[config.mk]
export PLATFORM = sky130hd
export DESIGN_NAME = hilo_mult_div_flat
export DESIGN_NICKNAME = d
export VERILOG_FILES = /design/src/rtl/hilo_mult_div_if.sv /design/src/rtl/hilo_mult_div.sv /design/src/flat_wrapper.sv
export SDC_FILE = /design/constraint.sdc
export NUM_CORES = 1
export LEC_CHECK = 0
export CAP_MARGIN = 10
export CELL_PAD_IN_SITES_DETAIL_PLACEMENT = 2
export CELL_PAD_IN_SITES_GLOBAL_PLACEMENT = 2
export CORE_ASPECT_RATIO = 1.4
export CORE_MARGIN = 2
export CORE_UTILIZATION = 35
export CTS_BUF_LIST = sky130_fd_sc_hd__clkbuf_4 sky130_fd_sc_hd__clkbuf_8 sky130_fd_sc_hd__clkbuf_16
export CTS_CLUSTER_DIAMETER = 60
export DETAILED_ROUTE_END_ITERATION = 10
export GPL_TIMING_DRIVEN = 0
export HOLD_SLACK_MARGIN = 0.06
export PLACE_DENSITY_LB_ADDON = 0.1
export SKIP_CTS_REPAIR_TIMING = 1
export SLEW_MARGIN = 10
export SYNTH_ARGS = -nofsm -noshare
export SYNTH_HDL_FRONTEND = slang
export SYNTH_SLANG_ARGS = --single-unit
[constraint.sdc]
create_clock -name clk -period 6.4 [get_ports clk]
set_input_delay 0.96 -clock clk [delete_from_list [all_inputs] [get_ports clk]]
set_output_delay 0.96 -clock clk [all_outputs]
set_load 0.02 [all_outputs]
[src/rtl/hilo_mult_div_if.sv]
// Request/result bundle between the control unit and the HI/LO multiply/divide unit.
interface hilo_mult_div_if #(
    parameter int WIDTH = 32
) ();
    logic             start;
    logic             op;
    logic [WIDTH-1:0] A;
    logic [WIDTH-1:0] B;
    logic             busy;
    logic             done;
    logic             div_zero;
    logic [WIDTH-1:0] HIout;
    logic [WIDTH-1:0] LOout;

    // Control unit side: issues requests, reads HI/LO and status.
    modport master (
        output start, op, A, B,
        input  busy, done, div_zero, HIout, LOout
    );

    // Arithmetic unit side.
    modport slave (
        input  start, op, A, B,
        output busy, done, div_zero, HIout, LOout
    );
endinterface

[src/rtl/hilo_mult_div.sv]
// Multicycle signed MULT (radix-2 Booth) / DIV (restoring, on magnitudes) unit.
// One iteration per clock; HI/LO are written only on the completing edge and held otherwise.
module hilo_mult_div #(
    parameter int WIDTH = 32
) (
    input logic            clk,
    input logic            reset,
    hilo_mult_div_if.slave bus
);
    localparam int CW = $clog2(WIDTH + 1);

    typedef enum logic [1:0] {S_IDLE, S_MULT, S_DIV, S_DONE} state_t;

    state_t           state;
    logic [CW-1:0]    cnt;
    logic [WIDTH-1:0] hi, lo;
    logic             busy, done, div_zero;

    // Booth accumulator {upper[W:0], multiplier[W-1:0], q_-1}. The upper part carries one
    // extra sign bit so subtracting the most-negative multiplicand cannot wrap.
    logic [2*WIDTH+1:0] acc;
    logic [WIDTH:0]     mcand;
    // Restoring divider: partial remainder (one guard bit), dividend/quotient shifter, divisor.
    logic [WIDTH:0]     rem;
    logic [WIDTH-1:0]   quo;
    logic [WIDTH-1:0]   dvsr;
    logic               neg_q, neg_r;

    logic               accept;
    logic [WIDTH-1:0]   a_mag, b_mag;
    logic [WIDTH:0]     booth_sum;
    logic [2*WIDTH+1:0] acc_next;
    logic [WIDTH:0]     rem_shift, rem_diff, rem_next;
    logic [WIDTH-1:0]   quo_next;
    logic [WIDTH-1:0]   quo_final, rem_final;

    assign accept = bus.start && (state == S_IDLE || state == S_DONE);
    // The most-negative value maps onto itself, which is its correct unsigned magnitude.
    assign a_mag  = bus.A[WIDTH-1] ? -bus.A : bus.A;
    assign b_mag  = bus.B[WIDTH-1] ? -bus.B : bus.B;

    // One Booth step: add/subtract the multiplicand per the bit pair, then arithmetic shift.
    always_comb begin
        // NOTE: every combinational output gets a default first, so no path can infer a latch.
        booth_sum = acc[2*WIDTH+1:WIDTH+1];
        case (acc[1:0])
            2'b01:   booth_sum = acc[2*WIDTH+1:WIDTH+1] + mcand;
            2'b10:   booth_sum = acc[2*WIDTH+1:WIDTH+1] - mcand;
            default: booth_sum = acc[2*WIDTH+1:WIDTH+1];
        endcase
        acc_next = {booth_sum[WIDTH], booth_sum, acc[WIDTH:1]};
    end

    // One restoring-division step plus the sign fix-up used on the final edge.
    always_comb begin
        rem_shift = {rem[WIDTH-1:0], quo[WIDTH-1]};
        rem_diff  = rem_shift - {1'b0, dvsr};
        rem_next  = rem_shift;
        quo_next  = {quo[WIDTH-2:0], 1'b0};
        if (!rem_diff[WIDTH]) begin
            rem_next = rem_diff;
            quo_next = {quo[WIDTH-2:0], 1'b1};
        end
        quo_final = neg_q ? -quo_next : quo_next;
        rem_final = neg_r ? -rem_next[WIDTH-1:0] : rem_next[WIDTH-1:0];
    end

    // Datapath: load operands on an accepted start, otherwise iterate in the active state.
    // NOTE: these registers are deliberately not reset; an accepted start always loads them
    // before any result is derived from them.
    always_ff @(posedge clk) begin
        if (accept) begin
            mcand <= {bus.A[WIDTH-1], bus.A};
            acc   <= {{(WIDTH + 1){1'b0}}, bus.B, 1'b0};
            rem   <= '0;
            quo   <= a_mag;
            dvsr  <= b_mag;
            neg_q <= bus.A[WIDTH-1] ^ bus.B[WIDTH-1];
            neg_r <= bus.A[WIDTH-1];
        end else if (state == S_MULT) begin
            acc <= acc_next;
        end else if (state == S_DIV) begin
            rem <= rem_next;
            quo <= quo_next;
        end
    end

    // Control FSM with registered status outputs and the architectural HI/LO registers.
    always_ff @(posedge clk) begin
        // NOTE: state is updated with non-blocking assignments so every register sees pre-edge values.
        if (reset) begin
            state    <= S_IDLE;
            cnt      <= '0;
            hi       <= '0;
            lo       <= '0;
            busy     <= 1'b0;
            done     <= 1'b0;
            div_zero <= 1'b0;
        end else begin
            case (state)
                S_IDLE, S_DONE: begin
                    state <= S_IDLE;
                    busy  <= 1'b0;
                    done  <= 1'b0;
                    if (bus.start) begin
                        div_zero <= 1'b0;
                        cnt      <= CW'(WIDTH);
                        if (!bus.op) begin
                            state <= S_MULT;
                            busy  <= 1'b1;
                        end else if (bus.B != '0) begin
                            state <= S_DIV;
                            busy  <= 1'b1;
                        end else begin
                            state    <= S_DONE;
                            done     <= 1'b1;
                            div_zero <= 1'b1;
                        end
                    end
                end
                S_MULT: begin
                    cnt <= cnt - 1'b1;
                    if (cnt == CW'(1)) begin
                        hi    <= acc_next[2*WIDTH:WIDTH+1];
                        lo    <= acc_next[WIDTH:1];
                        state <= S_DONE;
                        busy  <= 1'b0;
                        done  <= 1'b1;
                    end
                end
                S_DIV: begin
                    cnt <= cnt - 1'b1;
                    if (cnt == CW'(1)) begin
                        hi    <= rem_final;
                        lo    <= quo_final;
                        state <= S_DONE;
                        busy  <= 1'b0;
                        done  <= 1'b1;
                    end
                end
                default: state <= S_IDLE;
            endcase
        end
    end

    assign bus.busy     = busy;
    assign bus.done     = done;
    assign bus.div_zero = div_zero;
    assign bus.HIout    = hi;
    assign bus.LOout    = lo;
endmodule

[src/flat_wrapper.sv]
// flat-port wrapper written by rule: the top's interface ports become plain ports
module hilo_mult_div_flat 
#(
    parameter int WIDTH = 32
)
  (clk, reset, bus_start, bus_op, bus_A, bus_B, bus_busy, bus_done, bus_div_zero, bus_HIout, bus_LOout);
  hilo_mult_div_if #(.WIDTH(WIDTH)) bus_i ();
  input logic clk;
  input logic reset;
  input wire logic [$bits(bus_i.start)-1:0] bus_start;
  input wire logic [$bits(bus_i.op)-1:0] bus_op;
  input wire logic [$bits(bus_i.A)-1:0] bus_A;
  input wire logic [$bits(bus_i.B)-1:0] bus_B;
  output wire logic [$bits(bus_i.busy)-1:0] bus_busy;
  output wire logic [$bits(bus_i.done)-1:0] bus_done;
  output wire logic [$bits(bus_i.div_zero)-1:0] bus_div_zero;
  output wire logic [$bits(bus_i.HIout)-1:0] bus_HIout;
  output wire logic [$bits(bus_i.LOout)-1:0] bus_LOout;
  assign bus_i.start = bus_start;
  assign bus_i.op = bus_op;
  assign bus_i.A = bus_A;
  assign bus_i.B = bus_B;
  assign bus_busy = bus_i.busy;
  assign bus_done = bus_i.done;
  assign bus_div_zero = bus_i.div_zero;
  assign bus_HIout = bus_i.HIout;
  assign bus_LOout = bus_i.LOout;
  hilo_mult_div #(.WIDTH(WIDTH)) u_core (.clk(clk), .reset(reset), .bus(bus_i));
endmodule
metal_density.png
Drawn at 1.5 px/um. The die is cut into 20 by 27 equal tiles; dark blue is low, red is high, scaled to the fullest tile. Values are wire area over tile area, all layers added.
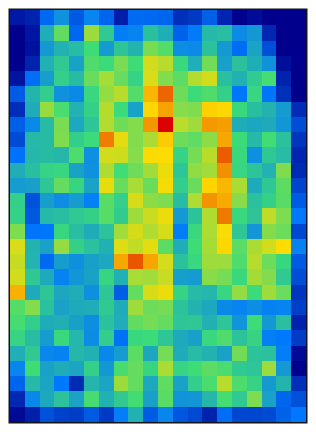
- emptiest ninth of the die: upper right
- tiles over half the peak: 34%
- nearly empty tiles: 2.8%
- densest ninth of the die: center
- fullest tile: 0.57
- mean over tiles: 0.24

placement.png
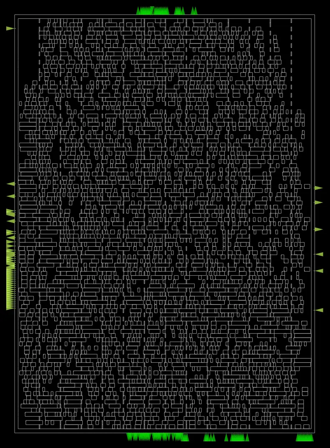
tap cells: 656
Rows: 99
CORE AREA: 51900 um^2
Seq area share: 0.3080
FILL cells: 5811

==> results.cfg <==
; synthesis and place-and-route metrics
[final_layout]
bufAreaShareNonClock = 0.08698
register_area_um2 = 6676
final-clk-cell-share = 0.05068
final_cell_mix = nor2_1, nand2_1, a21oi_1
signal_buffers = 261
comb_cells = 1733
inv_count = 76
finalNonFillerCells = 3053
mostFrequentLayoutCell = nor2_1
fin_nets = 2517
comb-cell-share = 0.5031
drive_gt1_frac = 0.04422
combGateArea_um2 = 10910
antennaDiodeCount = 0
syn2layout_area_growth_pct = 18.41
clkbuf_count = 38
dominant-cell-class = logic gates
final_core_util = 0.4177
seq_cell_count = 269

[worst_setup_path]
critical_path.top_delay_family = AND-OR/OR-AND gates
max_stage_delay_ns = 0.79
crit_fanout = 10
arrival_ns = 6.63
critPathBufInv = 6
worstPathRequired_ns = 6.86
worstSetupPathType = register to register
crit_path_end_kind = register
cp_slowest_cell = nor4_1
path_cells = inv_1 -> ha_1 -> fa_1 -> nor2b_2 -> o2111a_1 -> o211ai_1 -> a21oi_1 -> o211a_1 -> buf_6 -> clkinv_4 -> buf_2 -> clkbuf_2 -> nand2_1 -> o21ai_0 -> inv_1 -> ha_1 -> nand2_1 -> nor4_1 -> nor3_4 -> a21oi_2 -> xnor2_1 -> a211oi_1 -> nor3_1
cp-start-kind = register

[routing]
via_per_inst = 5.851
drt-initial-drc-count = 815
drtPass1Iterations = 5
wl_mm = 83.88
drc = 0
avgRoutedWirePerCell_um = 27.48
ant_nets = 0
routed-via-count = 17863

[global_route]
overflow = 0
grt_antenna_before_repair = 0
met2_usage = 0.5956
use_met1 = 0.3338
grt_pass1_wl_mm = 124.9
grt_max_degree = 36
met3_usage = 0.02280
busiest_layer = met2
track_usage = 0.3071
grt_pass1_vias = 19658

[yosys]
top_cells_by_count = nor2_1, nand2_1, a21oi_1
ys_sh_simple = 0.1999
largest_area_cell = edfxtp_1
synthArstFlopShare = 0
synthFlopType = dfxtp_1
synth.top_cell.area_share = 0.2116
ys_cells = 2204
synth-edff-count = 129
numSynthFlops = 269
syn_area_per_cell_um2 = 8.307
syn-num-nets = 2349
ys_seq_share = 0.3647
synth.distinct_cells = 82
yosys_warnings = 0
ys_sh_xor = 0.08994
synthCells = 2204
ys_area_um2 = 18310
topCellsByArea = edfxtp_1, dfxtp_1, nor2_1, ha_1, xnor2_1
mappedNetlistArea_um2 = 18310
synth_top_cell_by_count = nor2_1
ys_sh_aoi = 0.2208
topCombFamilyByArea = AND-OR/OR-AND gates
synth.area.mux_share = 0.02802
synth-adder-area-share = 0.05344

[timing]
hold_viol = 0
final.min_clock_period_ns = 6.170
worst_slack_ns = 0.2298
max_clock_freq_ghz = 0.1621
finalClockPeriodUsage = 0.9641
fin_tns_setup_ns = 0
setup_violations = 0
skew_ns = 0.02120
rsz0062_at_grt = no
maxSlewHeadroom = 0.3261
worstMarginPinSlew_ns = 1.002
slew_viol_final = 0

[floorplan]
die_h_um = 274.6
fp-utilization = 0.3527
dieArea_um2 = 54180
die_x_um = 197.3
pin_count = 135

[place]
hpwl_mm = 68.59
portBuffers = 132
gp_congestion = 0.8897
pre_cts_ws_ns = -0.6180
place_inst = 2995

[run]
maxCapViolations = 0
tool_warnings = 29

[cts]
cts.sinks = 269
cts_buffer_depth = 3
worstSkewPairLatency_ns = 0.62
root_buffer = clkbuf_16
tritoncts = built
clk_pin_slew_ns = 0.07
cts_buffers = 31
htree_levels = 1

[pwr]
powerDensity_nw_per_um2 = 601.8
leakagePower_uw = 0.008055
ir_drop_mv = 0.3246

[run_status]
outcome = finished clean

[worst_hold_path]
hold_path.class = register to register
-- per-layer routing --
| layer | share of wire | vias to the layer above | routed length, um |
|---|---|---|---|
| met2 | 0.54 | 306 | 44950 |
| met3 | 0.021 | 147 | 1788 |
| met1 | 0.39 | 9063 | 32750 |
| met4 | 0.052 | 0 | 4391 |
| li1 | - | 8347 | - |
| met5 | 0 | - | 0 |
-- flip-flops by register name, summed over array words and instances, names as in the netlist --
signal	count
u_core.neg_r	1
u_core.cnt	6
u_core.acc	65
u_core.bus.busy	1
u_core.bus.LOout	32
u_core.neg_q	1
u_core.quo	32
u_core.dvsr	32
u_core.bus.div_zero	1
u_core.mcand	31
u_core.rem	32
u_core.bus.done	1
u_core.bus.HIout	32
u_core.state	2
-- stage by stage --
step | hold slack (ns) | power [uW] | cell area, um^2
detailed placement | 0.4761 | 10990 | 20530
floorplan | 0.4441 | 8015 | 18310
finish | 0.4830 | 13050 | 21680
global placement | 0.4668 | 10650 | 20450
global route | 0.5199 | 13870 | 21680
CTS | 0.4873 | 13000 | 21630
-- path summary, 6_finish.rpt --
check | from | end | slack (ns) | cells past startpoint
setup / recovery | u_core.quo[31] | u_core.bus.HIout[18] | 0.23 | 23
hold / removal | u_core.cnt[5] | u_core.cnt[5] | 0.48 | 1
setup reg to reg | u_core.quo[31] | u_core.bus.HIout[18] | 0.23 | 23
hold reg to reg | u_core.cnt[5] | u_core.cnt[5] | 0.48 | 1
-- report_power, final --
| part | leakage [uW] | switching, uW | internal [uW] |
|---|---|---|---|
| sequential | 0.00240 | 607 | 2550 |
| combinational | 0.00511 | 5330 | 2600 |
| clock | 0.000544 | 830 | 1130 |
| total | 0.00805 | 6770 | 6280 |
Power is estimated from default activity; no workload was simulated.
